$ cat src/rtl/motor_pkg.sv
// rtl/motor_pkg.sv - shared state, direction and bridge-enable codes for the motor PWM driver
package motor_pkg;

    typedef enum logic [1:0] {
        IDLE    = 2'd0,
        RUN     = 2'd1,
        RAMP_DN = 2'd2,
        DEAD    = 2'd3
    } state_t;

    localparam logic [1:0] DIR_FWD = 2'b11;
    localparam logic [1:0] DIR_REV = 2'b00;

    localparam logic [1:0] EN_FWD = 2'b10;
    localparam logic [1:0] EN_REV = 2'b01;
    localparam logic [1:0] EN_OFF = 2'b00;

    function automatic logic is_move(input logic [1:0] d);
        return (d == DIR_FWD) || (d == DIR_REV);
    endfunction

    // Only driving states may enable a bridge leg, so en==11 cannot be produced.
    function automatic logic [1:0] en_code(input state_t s, input logic [1:0] d);
        if ((s == RUN) || (s == RAMP_DN)) begin
            return (d == DIR_FWD) ? EN_FWD : EN_REV;
        end
        return EN_OFF;
    endfunction

endpackage

$ cat src/rtl/motor_channel.sv
// rtl/motor_channel.sv - one H-bridge channel: direction FSM, duty ramp, dead time, en/pwm registers
// MOTOR_SOFT_RAMP_EN enables the soft ramp and ramp-down before reversal.
module motor_channel
    import motor_pkg::*;
#(
    parameter int PERIOD    = 1000,
    parameter int DUTY_W    = 10,
    parameter int RAMP_STEP = 10,
    parameter int DEADTIME  = 100,
    parameter int CNT_W     = 10
) (
    input  logic              clk_100kHz,
    input  logic              rst,
    input  logic [CNT_W-1:0]  cnt_nxt,
    input  logic              boundary,
    input  logic [1:0]        direction,
    input  logic [DUTY_W-1:0] duty_target,
    output logic [1:0]        en,
    output logic              pwm,
    output logic              busy
);
`ifdef MOTOR_SOFT_RAMP_EN
    localparam bit SOFT = 1'b1;
`else
    localparam bit SOFT = 1'b0;
`endif
    localparam int DW   = DUTY_W + 1;
    localparam int DT_W = $clog2(DEADTIME + 1);
    // A full-period step reaches any clamped target in a single boundary.
    localparam logic [DUTY_W:0] STEP_E  = DW'(SOFT ? RAMP_STEP : PERIOD);
    localparam logic [DUTY_W:0] PER_E   = DW'(PERIOD);
    localparam logic [DT_W-1:0] DT_LOAD = DT_W'(DEADTIME);

    state_t            state, state_nxt;
    logic [1:0]        dir_cur, dir_nxt;
    logic [DUTY_W-1:0] duty_cur, duty_nxt;
    logic [DT_W-1:0]   dead_cnt, dead_nxt;
    logic [DUTY_W:0]   cur_e, tgt_e, toward, down;
    logic              halt, opposite;

    always_comb begin
        cur_e = DW'(duty_cur);
        tgt_e = (DW'(duty_target) > PER_E) ? PER_E : DW'(duty_target);
        if (cur_e + STEP_E <= tgt_e) begin
            toward = cur_e + STEP_E;
        end else if (cur_e > tgt_e + STEP_E) begin
            toward = cur_e - STEP_E;
        end else begin
            toward = tgt_e;
        end
        down     = (cur_e > STEP_E) ? (cur_e - STEP_E) : '0;
        halt     = !is_move(direction);
        opposite = is_move(direction) && (direction != dir_cur);
    end

    always_comb begin
        state_nxt = state;
        dir_nxt   = dir_cur;
        duty_nxt  = duty_cur;
        dead_nxt  = dead_cnt;
        case (state)
            IDLE: begin
                duty_nxt = '0;
                if (!halt) begin
                    state_nxt = RUN;
                    dir_nxt   = direction;
                end
            end
            RUN: begin
                if (halt) begin
                    state_nxt = IDLE;
                    duty_nxt  = '0;
                end else if (opposite) begin
                    if (SOFT) begin
                        state_nxt = RAMP_DN;
                    end else begin
                        state_nxt = DEAD;
                        dead_nxt  = DT_LOAD;
                        duty_nxt  = '0;
                    end
                end else if (boundary) begin
                    duty_nxt = DUTY_W'(toward);
                end
            end
            RAMP_DN: begin
                if (halt) begin
                    state_nxt = IDLE;
                    duty_nxt  = '0;
                end else if (!opposite) begin
                    state_nxt = RUN;
                end else if (boundary) begin
                    duty_nxt = DUTY_W'(down);
                    if (down == '0) begin
                        state_nxt = DEAD;
                        dead_nxt  = DT_LOAD;
                    end
                end
            end
            DEAD: begin
                duty_nxt = '0;
                if (halt) begin
                    state_nxt = IDLE;
                end else if (dead_cnt <= DT_W'(1)) begin
                    state_nxt = RUN;
                    dir_nxt   = direction;
                end else begin
                    dead_nxt = dead_cnt - DT_W'(1);
                end
            end
            default: state_nxt = IDLE;
        endcase
    end

    // pwm and en are registered from the next state so they stay aligned with cnt.
    always_ff @(posedge clk_100kHz or posedge rst) begin
        if (rst) begin
            state    <= IDLE;
            dir_cur  <= DIR_REV;
            duty_cur <= '0;
            dead_cnt <= '0;
            en       <= EN_OFF;
            pwm      <= 1'b0;
        end else begin
            state    <= state_nxt;
            dir_cur  <= dir_nxt;
            duty_cur <= duty_nxt;
            dead_cnt <= dead_nxt;
            en       <= en_code(state_nxt, dir_nxt);
            pwm      <= ((state_nxt == RUN) || (state_nxt == RAMP_DN)) &&
                        (DW'(cnt_nxt) < DW'(duty_nxt));
        end
    end

    always_comb begin
        busy = (state == RAMP_DN) || (state == DEAD) || ((state == RUN) && (cur_e != tgt_e));
    end

endmodule

$ cat src/rtl/motor_pwm_multi.sv
// rtl/motor_pwm_multi.sv - N-channel H-bridge PWM driver with a shared period counter
// Soft ramp and ramp-down reversal are selected with MOTOR_SOFT_RAMP_EN.
module motor_pwm_multi
    import motor_pkg::*;
#(
    parameter int CHANNELS  = 2,
    parameter int PERIOD    = 1000,
    parameter int DUTY_W    = 10,
    parameter int RAMP_STEP = 10,
    parameter int DEADTIME  = 100
) (
    input  logic                       clk_100kHz,
    input  logic                       rst,
    input  logic [2*CHANNELS-1:0]      direction,
    input  logic [DUTY_W*CHANNELS-1:0] duty_target,
    output logic [2*CHANNELS-1:0]      en,
    output logic [CHANNELS-1:0]        pwm,
    output logic                       period_sync,
    output logic [CHANNELS-1:0]        busy
);
    localparam int CNT_W = $clog2(PERIOD);

    logic [CNT_W-1:0] cnt, cnt_nxt;

    assign period_sync = (cnt == CNT_W'(PERIOD - 1));
    assign cnt_nxt     = period_sync ? '0 : cnt + CNT_W'(1);

    always_ff @(posedge clk_100kHz or posedge rst) begin
        if (rst) begin
            cnt <= '0;
        end else begin
            cnt <= cnt_nxt;
        end
    end

    for (genvar c = 0; c < CHANNELS; c++) begin : g_ch
        motor_channel #(
            .PERIOD    (PERIOD),
            .DUTY_W    (DUTY_W),
            .RAMP_STEP (RAMP_STEP),
            .DEADTIME  (DEADTIME),
            .CNT_W     (CNT_W)
        ) u_ch (
            .clk_100kHz  (clk_100kHz),
            .rst         (rst),
            .cnt_nxt     (cnt_nxt),
            .boundary    (period_sync),
            .direction   (direction[2*c +: 2]),
            .duty_target (duty_target[DUTY_W*c +: DUTY_W]),
            .en          (en[2*c +: 2]),
            .pwm         (pwm[c]),
            .busy        (busy[c])
        );
    end

endmodule

$ cat config.mk
export PLATFORM = sky130hd
export DESIGN_NAME = motor_pwm_multi
export DESIGN_NICKNAME = d
export VERILOG_FILES = /design/src/rtl/motor_pkg.sv /design/src/rtl/motor_channel.sv /design/src/rtl/motor_pwm_multi.sv
export SDC_FILE = /design/constraint.sdc
export NUM_CORES = 1
export LEC_CHECK = 0
export ABC_AREA = 1
export CAP_MARGIN = 10
export CORE_ASPECT_RATIO = 0.75
export CORE_MARGIN = 2
export CORE_UTILIZATION = 30
export DETAILED_ROUTE_END_ITERATION = 10
export MAX_ROUTING_LAYER = met4
export PLACE_DENSITY = 0.54
export SLEW_MARGIN = 5
export SYNTH_ARGS = -nofsm -noshare
export SYNTH_HDL_FRONTEND = slang
export SYNTH_SLANG_ARGS = --single-unit
$ cat constraint.sdc
create_clock -name clk_100kHz -period 5.4 [get_ports clk_100kHz]
set_input_delay 1.08 -clock clk_100kHz [delete_from_list [all_inputs] [get_ports clk_100kHz]]
set_output_delay 1.08 -clock clk_100kHz [all_outputs]
set_load 0.01 [all_outputs]
### The metal 1 layer

The bar under the picture is 50 um long.
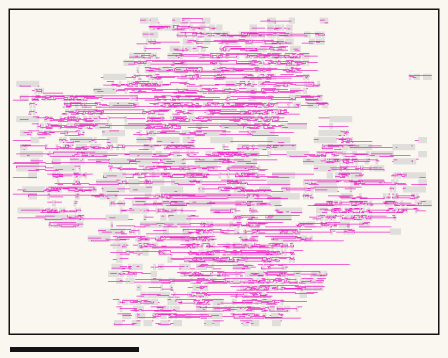
wire length on this layer	8660 um
longest straight run	50.6 um

### Metal 2

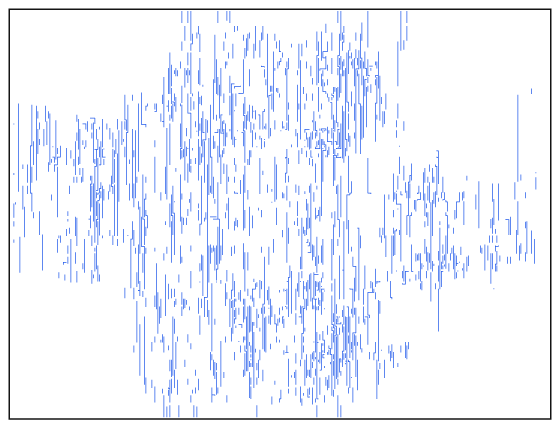
main direction	vertical
share of all routed wire	38%
wire length on this layer	5890 um
nets with wire on the layer	790

==> flow_summary.ini <==
; yosys + openroad results
[setup_path]
crit_arrival_ns = 4.03
cpMostUsedCell = nand2_1
worst_path_largest_cell_delay_ns = 0.50
start_to_end_type_of_the_worst_setup_path = in2out

[timing]
maxSlewViolCount = 0
fin_worst_hold_slack_ns = 0.483
finalSetupViolations = 0
slew_headroom_pct = 48.2
finalWorstSetupSlack_ns = 0.288
totalNegativeSetupSlack_ns = 0

[route]
wl_met2_um = 5890
dr_wl_met3_um = 794
drc_violation_total_after_the_first_tritonroute_iteration = 521

[finish]
insertedDiodeCount = 0
post_route_cells_drive_above_1_share_pct = 13.6

[logic_synthesis]
synthesis.area_um2 = 5870
netlist.top_cell.by_instances = nand2_1
synthCells = 869
yosys-stat-cells = 869
dominantRegCellSynth = dfrtp_1
yosys.area_share.adder_pct = 15.1

[clocking]
numClockSinks = 58
tritoncts_buffer_count = 9
post_cts_resized = 4
cts.repair_timing.setup_buffer_count = 1

[pwr]
ir_worst_vdd_v = 0.000203
internal_portion_of_total_power_w = 0.00121
netSwitchingPower_w = 0.000799
power_per_cell_area_nw_per_um2 = 272

[global_routing]
grt_use_met1_pct = 25.0
overflow = 0
groute.layer.met2.usage_pct = 20.2

[place]
numPortBuffers = 34

[outcome]
outcome = completed
### The metal 3 layer

The bar under the picture is 50 um long.
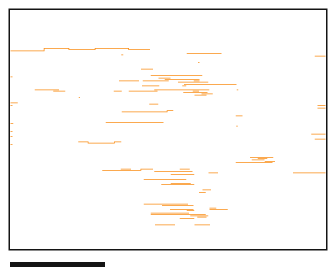
share of all routed wire	5.1%
wire length on this layer	794 um

final timing paths:
check,from,endpoint,slack [ns],cells after the start
max in group asynchronous,rst,g_ch[1].u_ch.duty_cur[4],3.60,3
setup / recovery,duty_target[16],busy[1],0.29,17
hold / removal,cnt[0],cnt[0],0.48,1
setup reg to reg,g_ch[1].u_ch.duty_cur[3],g_ch[1].u_ch.pwm,1.36,22
hold reg to reg,cnt[0],cnt[0],0.48,1
min in group asynchronous,rst,g_ch[0].u_ch.en[0],1.29,3
cell type report:
type	count	area (um2)	area share, %
clock buffer	10	239	3.23
clock inverter	5	55.1	0.744
inverter	158	593	8.01
multi-input combinational	637	3890	52.5
sequential	58	1450	19.6
tap	253	317	4.28
timing repair buffer	103	861	11.6
